==> config.mk <==
export PLATFORM = sky130hd
export DESIGN_NAME = al_alarm_ctrl
export DESIGN_NICKNAME = d
export VERILOG_FILES = /design/src/rtl/al_pkg.sv /design/src/rtl/al_min_counter.sv /design/src/rtl/al_alarm_ctrl.sv
export SDC_FILE = /design/constraint.sdc
export NUM_CORES = 1
export LEC_CHECK = 0
export CORE_MARGIN = 2
export CORE_UTILIZATION = 40
export CTS_CLUSTER_DIAMETER = 80
export DETAILED_ROUTE_END_ITERATION = 6
export GPL_ROUTABILITY_DRIVEN = 0
export PLACE_DENSITY = 0.82
export SLEW_MARGIN = 20
export SYNTH_ARGS = -nofsm -noshare
export SYNTH_HDL_FRONTEND = slang
export SYNTH_SLANG_ARGS = --single-unit
==> constraint.sdc <==
create_clock -name clk256 -period 3.3 [get_ports clk256]
set_input_delay 0.66 -clock clk256 [delete_from_list [all_inputs] [get_ports clk256]]
set_output_delay 0.66 -clock clk256 [all_outputs]
set_load 0.005 [all_outputs]
==> src/rtl/al_pkg.sv <==
// Shared constants and state encoding for the alarm sequencer.
package al_pkg;

    localparam int unsigned AL_HHMM_W = 16;
    localparam int unsigned AL_CNT_W  = 8;

    typedef logic [1:0] al_state_t;

    localparam al_state_t AL_IDLE   = 2'd0;
    localparam al_state_t AL_RING   = 2'd1;
    localparam al_state_t AL_SNOOZE = 2'd2;

endpackage

==> src/rtl/al_min_counter.sv <==
// 8-bit minute counter: synchronous load, saturating increment and decrement.
module al_min_counter
    import al_pkg::*;
(
    input  logic                clk256,
    input  logic                reset,
    input  logic                load,
    input  logic [AL_CNT_W-1:0] load_val,
    input  logic                inc,
    input  logic                dec,
    output logic [AL_CNT_W-1:0] count
);

    logic [AL_CNT_W-1:0] count_q, count_d;

    // Load wins over counting; both directions stick at their end values.
    always_comb begin
        count_d = count_q;
        if (load) begin
            count_d = load_val;
        end else if (inc && (count_q != '1)) begin
            count_d = count_q + 8'd1;
        end else if (dec && (count_q != '0)) begin
            count_d = count_q - 8'd1;
        end
    end

    always_ff @(posedge clk256 or negedge reset) begin
        if (!reset) begin
            count_q <= '0;
        end else begin
            count_q <= count_d;
        end
    end

    assign count = count_q;

endmodule

==> src/rtl/al_alarm_ctrl.sv <==
// Alarm sequencer: HHMM match detection and the ring / snooze / off state machine.
module al_alarm_ctrl
    import al_pkg::*;
#(
    parameter int unsigned SNOOZE_MIN       = 9,
    parameter int unsigned RING_TIMEOUT_MIN = 60
) (
    input  logic                 clk256,
    input  logic                 reset,
    input  logic                 one_second,
    input  logic                 one_minute,
    input  logic [AL_HHMM_W-1:0] current_time,
    input  logic [AL_HHMM_W-1:0] alarm_time,
    input  logic                 alarm_enable,
    input  logic                 snooze,
    input  logic                 alarm_off,
    output logic                 sound_alarm,
    output logic                 ringing,
    output logic                 snoozing,
    output logic [AL_CNT_W-1:0]  snooze_left
);

    localparam logic [AL_CNT_W-1:0] SnoozeLoad  = AL_CNT_W'(SNOOZE_MIN);
    localparam logic [AL_CNT_W-1:0] TimeoutLast = AL_CNT_W'(RING_TIMEOUT_MIN - 1);

    al_state_t           state_q, state_d;
    logic                fired_q, fired_d;
    logic                beep_q, beep_d;
    logic                match, timeout, enter_ring;
    logic                ringing_d, snoozing_d, sound_alarm_d;
    logic [AL_CNT_W-1:0] ring_cnt, snooze_cnt;
    logic                snz_load;
    logic [AL_CNT_W-1:0] snz_load_val;

    assign match = (current_time == alarm_time);
    // Timeout fires on the minute pulse that brings ring_cnt up to the limit.
    assign timeout = (state_q == AL_RING) && one_minute && (ring_cnt >= TimeoutLast);

    always_ff @(posedge clk256 or negedge reset) begin
        if (!reset) begin
            state_q     <= AL_IDLE;
            fired_q     <= 1'b0;
            beep_q      <= 1'b0;
            ringing     <= 1'b0;
            snoozing    <= 1'b0;
            sound_alarm <= 1'b0;
        end else begin
            state_q     <= state_d;
            fired_q     <= fired_d;
            beep_q      <= beep_d;
            ringing     <= ringing_d;
            snoozing    <= snoozing_d;
            sound_alarm <= sound_alarm_d;
        end
    end

    always_comb begin
        state_d = state_q;
        case (state_q)
            AL_IDLE: begin
                if (alarm_enable && match && !fired_q) state_d = AL_RING;
            end
            AL_RING: begin
                if (alarm_off || !alarm_enable) state_d = AL_IDLE;
                else if (snooze)                state_d = AL_SNOOZE;
                else if (timeout)               state_d = AL_IDLE;
            end
            AL_SNOOZE: begin
                if (alarm_off || !alarm_enable)               state_d = AL_IDLE;
                else if (one_minute && (snooze_cnt == 8'd1)) state_d = AL_RING;
            end
            default: state_d = AL_IDLE;
        endcase
    end

    always_comb begin
        enter_ring    = (state_d == AL_RING) && (state_q != AL_RING);
        // fired only latches on a fresh IDLE trigger and drops as soon as the minute moves on.
        fired_d       = match && (fired_q || (enter_ring && (state_q == AL_IDLE)));
        beep_d        = beep_q;
        if (enter_ring) begin
            beep_d = 1'b1;
        end else if ((state_q == AL_RING) && one_second) begin
            beep_d = ~beep_q;
        end
        ringing_d     = (state_d == AL_RING);
        snoozing_d    = (state_d == AL_SNOOZE);
        sound_alarm_d = ringing_d && beep_d;
        // Snooze count is held at zero outside SNOOZE so it doubles as snooze_left.
        snz_load      = (state_d != AL_SNOOZE) || (state_q != AL_SNOOZE);
        snz_load_val  = (state_d == AL_SNOOZE) ? SnoozeLoad : '0;
    end

    al_min_counter u_ring_cnt (
        .clk256   (clk256),
        .reset    (reset),
        .load     (enter_ring),
        .load_val ('0),
        .inc      (one_minute && (state_q == AL_RING)),
        .dec      (1'b0),
        .count    (ring_cnt)
    );

    al_min_counter u_snooze_cnt (
        .clk256   (clk256),
        .reset    (reset),
        .load     (snz_load),
        .load_val (snz_load_val),
        .inc      (1'b0),
        .dec      (one_minute),
        .count    (snooze_cnt)
    );

    assign snooze_left = snooze_cnt;

endmodule

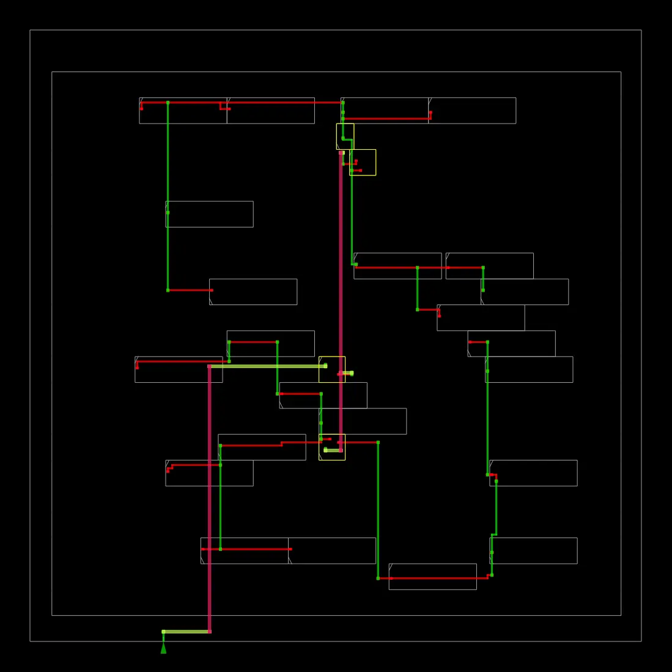
run_1/final_clocks.png
Clock Skew: 0.007574 ns
Clock net power: 0.000137 W
insertion delay to the later sink of the worst-skew pair: 0.32 ns

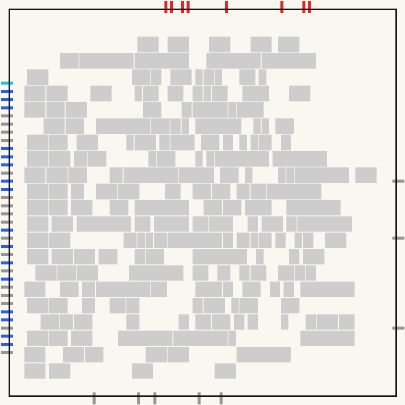
run_1/pins.png
(6 px per micron) Pins as bars across the die edge, other pins in gray.
Key: red = `snooze_left` [pins 8, direction output, edge north]; blue = `current_time` [pins 16, direction input, edge west]; cyan = `alarm_enable` [pins 1, direction input, edge west]
All pins by edge: 34 west, 8 north, 5 south, 3 east.
number of port buffers: 49
die x size: 64.24 microns
die height: 64.24 microns

==> run notes, run 1 <==
Item: results of the latest flow run.

- The path type of the worst setup path is in2reg.
- The critical path startpoint category is an input port.
- Per the placement report, the placed cell count is 243.
- The initial antenna violation count was 0.
- Across all hold checks on the routed design, the worst slack comes to 0.5322 ns.
- Before placement the cells fill 42.49% of the core.
- STA lists the startpoint of the worst register-to-register path as u_snooze_cnt.count[3].
- The endpoint of the worst hold path is reported as fired_q.
- The area of the core is 3416 sq um.
- sky130_fd_sc_hd__dfrtp_1 takes more of the synthesized area than any other cell.
- STA classifies the critical path endpoint as a register.
- The number of gates resized after cts is 0.
- The synthesis run shows the most used standard cells to be sky130_fd_sc_hd__dfrtp_1 (23), sky130_fd_sc_hd__xnor2_1 (21), sky130_fd_sc_hd__nor2_1 (14).
- The core utilization of the finished layout is 59.41%.
- The flow ran to the end, and the final reports show no timing, DRC or antenna violations.
- The simple-gate share of the synthesized area is 26.47%.
- The number of warnings in the stage logs is 28.
- The post-synthesis cell count is 148.
- On met1, the global router reports a usage of 20.22%.
- The area growth from synthesis to layout is 39.83%.
- The count of hold-fix buffers inserted at cts is 0.
- The sequential cells in the finished layout cover a total of 575.6 sq um.
- Across all setup checks in the final design, the least slack found is 1.177 ns.
- Data arrives at the worst endpoint at 2.38 ns.
- According to the CTS report, the clock sink count is 23.
- OpenSTA, run right after detailed placement, puts the worst setup slack at 0.8405 ns.
- The transition time of the tightest slew-check pin is 0.5213 ns.
- The cell area after synthesis is 1451 sq um.
- The most used logic cell in the final layout is sky130_fd_sc_hd__clkdlybuf4s50_1.
- The critical path crosses 6 cells after its start point.
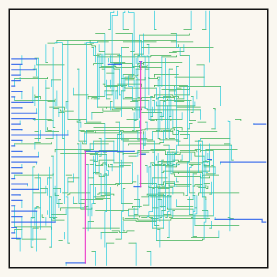
run_1/metal_stack.png
(4 px per micron)
Key: blue = met3 [wire length 176 microns]; cyan = met2 [wire length 1540 microns]; magenta = met4 [wire length 59.2 microns]; green = met1 [wire length 1280 microns]

run 1: power breakdown:
group          internal [W]  leakage, nW   total, W  switching (W)
combinational     0.0000550        0.470  0.0000797      0.0000247
sequential         0.000282        0.316   0.000282   0.0000000175
clock             0.0000455       0.0177   0.000137      0.0000915
total              0.000382        0.804   0.000499       0.000116
run 1: sequential cells by signal, summed over array words and instances, names as in the netlist:
register,flops
beep_q,1
snoozing,1
u_snooze_cnt.count,8
sound_alarm,1
u_ring_cnt.count,8
ringing,1
state_q,2
fired_q,1
run 1: area by class of cell:
type | instances | share of cell area, %
clock buffer | 3 | 1.110
sequential | 23 | 28.36
multi-input combinational | 118 | 41.80
clock inverter | 1 | 0.2466
inverter | 6 | 1.110
timing repair buffer | 50 | 24.54
tap | 46 | 2.836
==> run 2: changes to the inputs <==
==> constraint.sdc (replaced) <==
create_clock -name clk256 -period 2.1 [get_ports clk256]
set_input_delay 0.42 -clock clk256 [delete_from_list [all_inputs] [get_ports clk256]]
set_output_delay 0.42 -clock clk256 [all_outputs]
set_load 0.005 [all_outputs]
==> run 2 against run 1 <==
Core utilization grew 2.5 points. Synthesized area is the same. Largest cell class unchanged. Critical endpoint is now u_ring_cnt.count[3]. Critical path type is now reg2reg. Synthesized cell count is the same. Sequential share of layout area shrank 1.2 points.
==> run notes, run 2 <==
Item: results of the latest flow run.

- Result of the run: finished, final reports clean (unchanged).
- The cell area after synthesis came to 1451 sq um (unchanged).
- The path type of the worst setup path is reg2reg (was in2reg).
- The simple-gate share of the synthesized area is 26.47% (unchanged).
- The core utilization of the finished layout was 61.94% (was 59.41%).
- The met1 track demand over resource in global routing was 23.46% (was 20.22%).
- The count of buffers from port buffering is 49 (unchanged).
- The power spent charging and discharging nets is 0.0001693 W (was 0.0001162 W).
- The width of the die is 64.24 microns (unchanged).
- The number of gates resized after cts is 0 (unchanged).
- The core utilization at floorplan came to 42.49% (unchanged).
- The critical path startpoint category was a register (was input port).
- The initial antenna violation count is 0 (unchanged).
- The total stage count of the critical path came to 6 (unchanged).
- The power drawn by the clock network is 0.000204 W (was 0.000137 W).
- The area growth from synthesis to layout is 45.78% (was 39.83%).
- The power of the sequential group is 0.000443 W (was 0.000282 W).
- The number of placed instances with taps included is 253 (was 243).
- The combinational-cell power consumption is 0.000128 W (was 0.0000797 W).
- The number of warnings in the stage logs was 28 (unchanged).
- The largest power group was registers (unchanged).
- The worst setup slack after layout is 0.2289 ns (was 1.177 ns).
- The reg-to-reg startpoint is u_snooze_cnt.count[4] (was u_snooze_cnt.count[3]).
- The area of the core is 3416 sq um (unchanged).
- The arrival time at the worst endpoint was 2.07 ns (was 2.38 ns).
- Most numerous cell types in the synthesized netlist: sky130_fd_sc_hd__dfrtp_1 (23), sky130_fd_sc_hd__xnor2_1 (21), sky130_fd_sc_hd__nor2_1 (14) (unchanged).
run 2: final cells by class:
cell class,count,share of cell area [%]
inverters,6,1.064
multi-input cells,118,40.09
flip-flops and latches,23,27.20
well taps,46,2.720
clock buffers,4,1.242
repair buffers,60,27.68
run 2: logic make-up (layout without fill, tap and decap cells):
logic type      count (synthesis)  after routing
simple gates                   65             65
xor+xnor                       25             25
flops                          23             23
compound gates                 21             21
buf+inv                         7             70
fa+ha+maj                       4              4
mux                             3              3
run 2: stage by stage:
| stage | instance area (sq um) | hold slack [ns] |
|---|---|---|
| after detailed placement | 2090 | 0.4839 |
| after global placement | 2090 | 0.4824 |
| after CTS | 2116 | 0.4626 |
| after global routing | 2116 | 0.4666 |
| after floorplan | 1451 | 0.1244 |
| final | 2116 | 0.4536 |
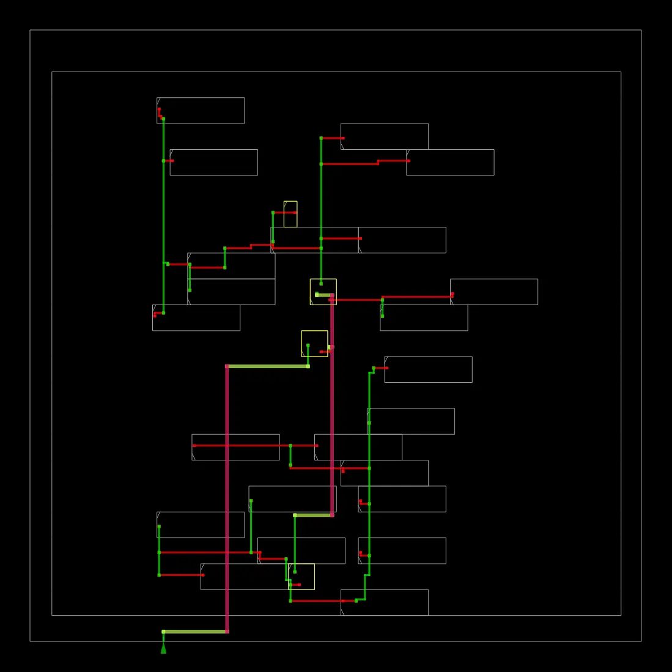
run_2/final_clocks.png
CTS sink count: 23
insertion delay to the later sink of the worst-skew pair: 0.31 ns
number of buffers added by the clock tree synthesis step: 3
Clock Skew: 0.003973 ns

run_2/metal_stack.png
(4 px per micron)
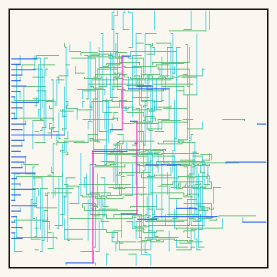

==> run 3: changes to the inputs <==
--- a/config.mk
+++ b/config.mk
@@ -5,12 +5,12 @@
 export SDC_FILE = /design/constraint.sdc
 export NUM_CORES = 1
 export LEC_CHECK = 0
-export CORE_MARGIN = 2
+export ABC_AREA = 1
 export CORE_UTILIZATION = 40
 export CTS_CLUSTER_DIAMETER = 80
 export DETAILED_ROUTE_END_ITERATION = 6
 export GPL_ROUTABILITY_DRIVEN = 0
-export PLACE_DENSITY = 0.82
+export PLACE_DENSITY = 0.79
 export SLEW_MARGIN = 20
 export SYNTH_ARGS = -nofsm -noshare
 export SYNTH_HDL_FRONTEND = slang
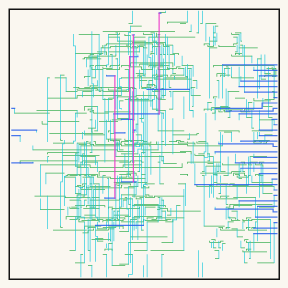
run_3/metal_stack.png
(4 px per micron)
Key: magenta = met4 [wire length 108 microns]; green = met1 [wire length 1560 microns]; cyan = met2 [wire length 1690 microns]; blue = met3 [wire length 305 microns]
Detailed Route WL: 3.662 mm
Overall Global Routing Usage: 17.20%

==> run 3 against run 2 <==
Core utilization shrank 5.0 points. Synthesized area grew 17%. Cell area grew 8.3%. Sequential power is essentially flat. Via count grew 26%. Sequential share of layout area shrank 2.1 points. Clock skew grew 0.00097 ns. Cell count grew 35%. Maximum frequency grew 10%. Clock power grew 37%. Combinational power grew 8%. Non-clock buffer count shrank 8. Critical endpoint is now snooze_left[4].
==> run notes, run 3 <==
Item: results of the latest flow run.

- The number of warnings in the stage logs is 28 (unchanged).
- The post-synthesis cell count was 243 (was 148).
- The most area-hungry cell class in the final design was combinational gates (unchanged).
- The dominant cell type by area after synthesis is sky130_fd_sc_hd__dfrtp_1 (unchanged).
- The number of buffers created by CTS is 3 (unchanged).
- The flip-flop and latch count was 23 (unchanged).
- The final worst clock skew is 0.004944 ns (was 0.003973 ns).
- The count of buffers from port buffering is 49 (unchanged).
- Result of the run: finished, final reports clean (unchanged).
- The critical path startpoint category is a register (unchanged).
- The number of well taps is 50 (was 46).
- The reg-to-reg startpoint is u_ring_cnt.count[0] (was u_snooze_cnt.count[4]).
- The static leakage power is 1.194 nW (was 0.8526 nW).
- The non-clock buffer count in the final layout is 52 (was 60).
- The number of detailed-route iterations in the first pass came to 4 (unchanged).
- The top cell type's share of synthesized area is 33.95% (was 39.66%).
- The share of final layout cell area taken by clock buffers and inverters is 2.020% (was 1.242%).
- The share of cells above drive strength 1 came to 12.46% (was 10.90%).
- The standard cell with the maximum stage delay on the critical path is sky130_fd_sc_hd__clkdlybuf4s50_1 (was sky130_fd_sc_hd__or4_4).
- The area of the core is 4029 sq um (was 3416 sq um).
- The power density over the cells came to 376.3 nW/um^2 (was 365.9 nW/um^2).
- The area of the die is 4503 sq um (was 4126 sq um).
- The number of gates resized after cts is 0 (unchanged).
- The arrival time at the worst endpoint is 1.28 ns (was 2.07 ns).
- The sequential cell area in the final layout came to 575.6 sq um (unchanged).
- The total stage count of the critical path is 1 (was 6).
- The insertion delay to the later sink of the worst-skew pair is 0.27 ns (was 0.31 ns).
- The clock sink total is 23 (unchanged).
- The final-layout clock buffer total is 3 (was 4).
- The core utilization of the finished layout was 56.89% (was 61.94%).
- Most numerous cell types in the synthesized netlist: sky130_fd_sc_hd__nand2_1 (67), sky130_fd_sc_hd__inv_1 (40), sky130_fd_sc_hd__nor2_1 (40) (was sky130_fd_sc_hd__dfrtp_1 (23), sky130_fd_sc_hd__xnor2_1 (21), sky130_fd_sc_hd__nor2_1 (14)).
- The transition time of the tightest slew-check pin came to 0.3285 ns (was 0.4364 ns).
- The setup-violating endpoint count in the final report is 0 (unchanged).
- The combinational share of cell area is 40.72% (was 40.09%).
- The data-path buffer share of cell area in the final layout is 22.38% (was 27.68%).
- The simple-gate share of the synthesized area is 38.97% (was 26.47%).
- The count of hold-fix buffers inserted at cts is 0 (unchanged).
- The nature of the critical path endpoint is a primary output (was register).
- The via count normalized by instance count is 4.744 (was 5.070).
- The number of logic inverters in the finished layout is 43 (was 6).
- The path type of the worst setup path is reg2out (was reg2reg).
- The register fraction of the total cell area came to 25.11% (was 27.20%).
- The cell area after synthesis is 1695 sq um (was 1451 sq um).
- The number of logic gates was 175 (was 118).
- The vertical extent of the die is 67.11 microns (was 64.24 microns).
- The met1 track demand over resource in global routing is 18.63% (was 23.46%).
- The number of max-slew violations in the final report is 0 (unchanged).
- The complex-gate fraction of the synthesized area is 9.520% (was 11.38%).
- The area growth from synthesis to layout is 35.20% (was 45.78%).
[run 3: metrics by stage]
stage | power (W) | worst slack (ns) | instances | area [sq um] | hold slack (ns)
5_1_grt | 0.0009091 | 0.2653 | 347 | 2292 | 0.5408
3_3_place_gp | 0.0005908 | 0.1655 | 343 | 2246 | 0.5304
6_report | 0.0008625 | 0.4027 | 347 | 2292 | 0.4974
3_5_place_dp | 0.0005941 | 0.1409 | 343 | 2246 | 0.5370
2_1_floorplan | 0.0004970 | 0.6043 | 243 | 1695 | 0.1244
4_1_cts | 0.0008742 | 0.4000 | 347 | 2292 | 0.5082
[run 3: report_power, final]
group / switching (W) / internal [W]
Sequential: 0.00000124 / 0.000444
Combinational: 0.0000535 / 0.0000849
Clock: 0.000146 / 0.000133
Total: 0.000201 / 0.000661
Power and IR drop assume default switching activity.
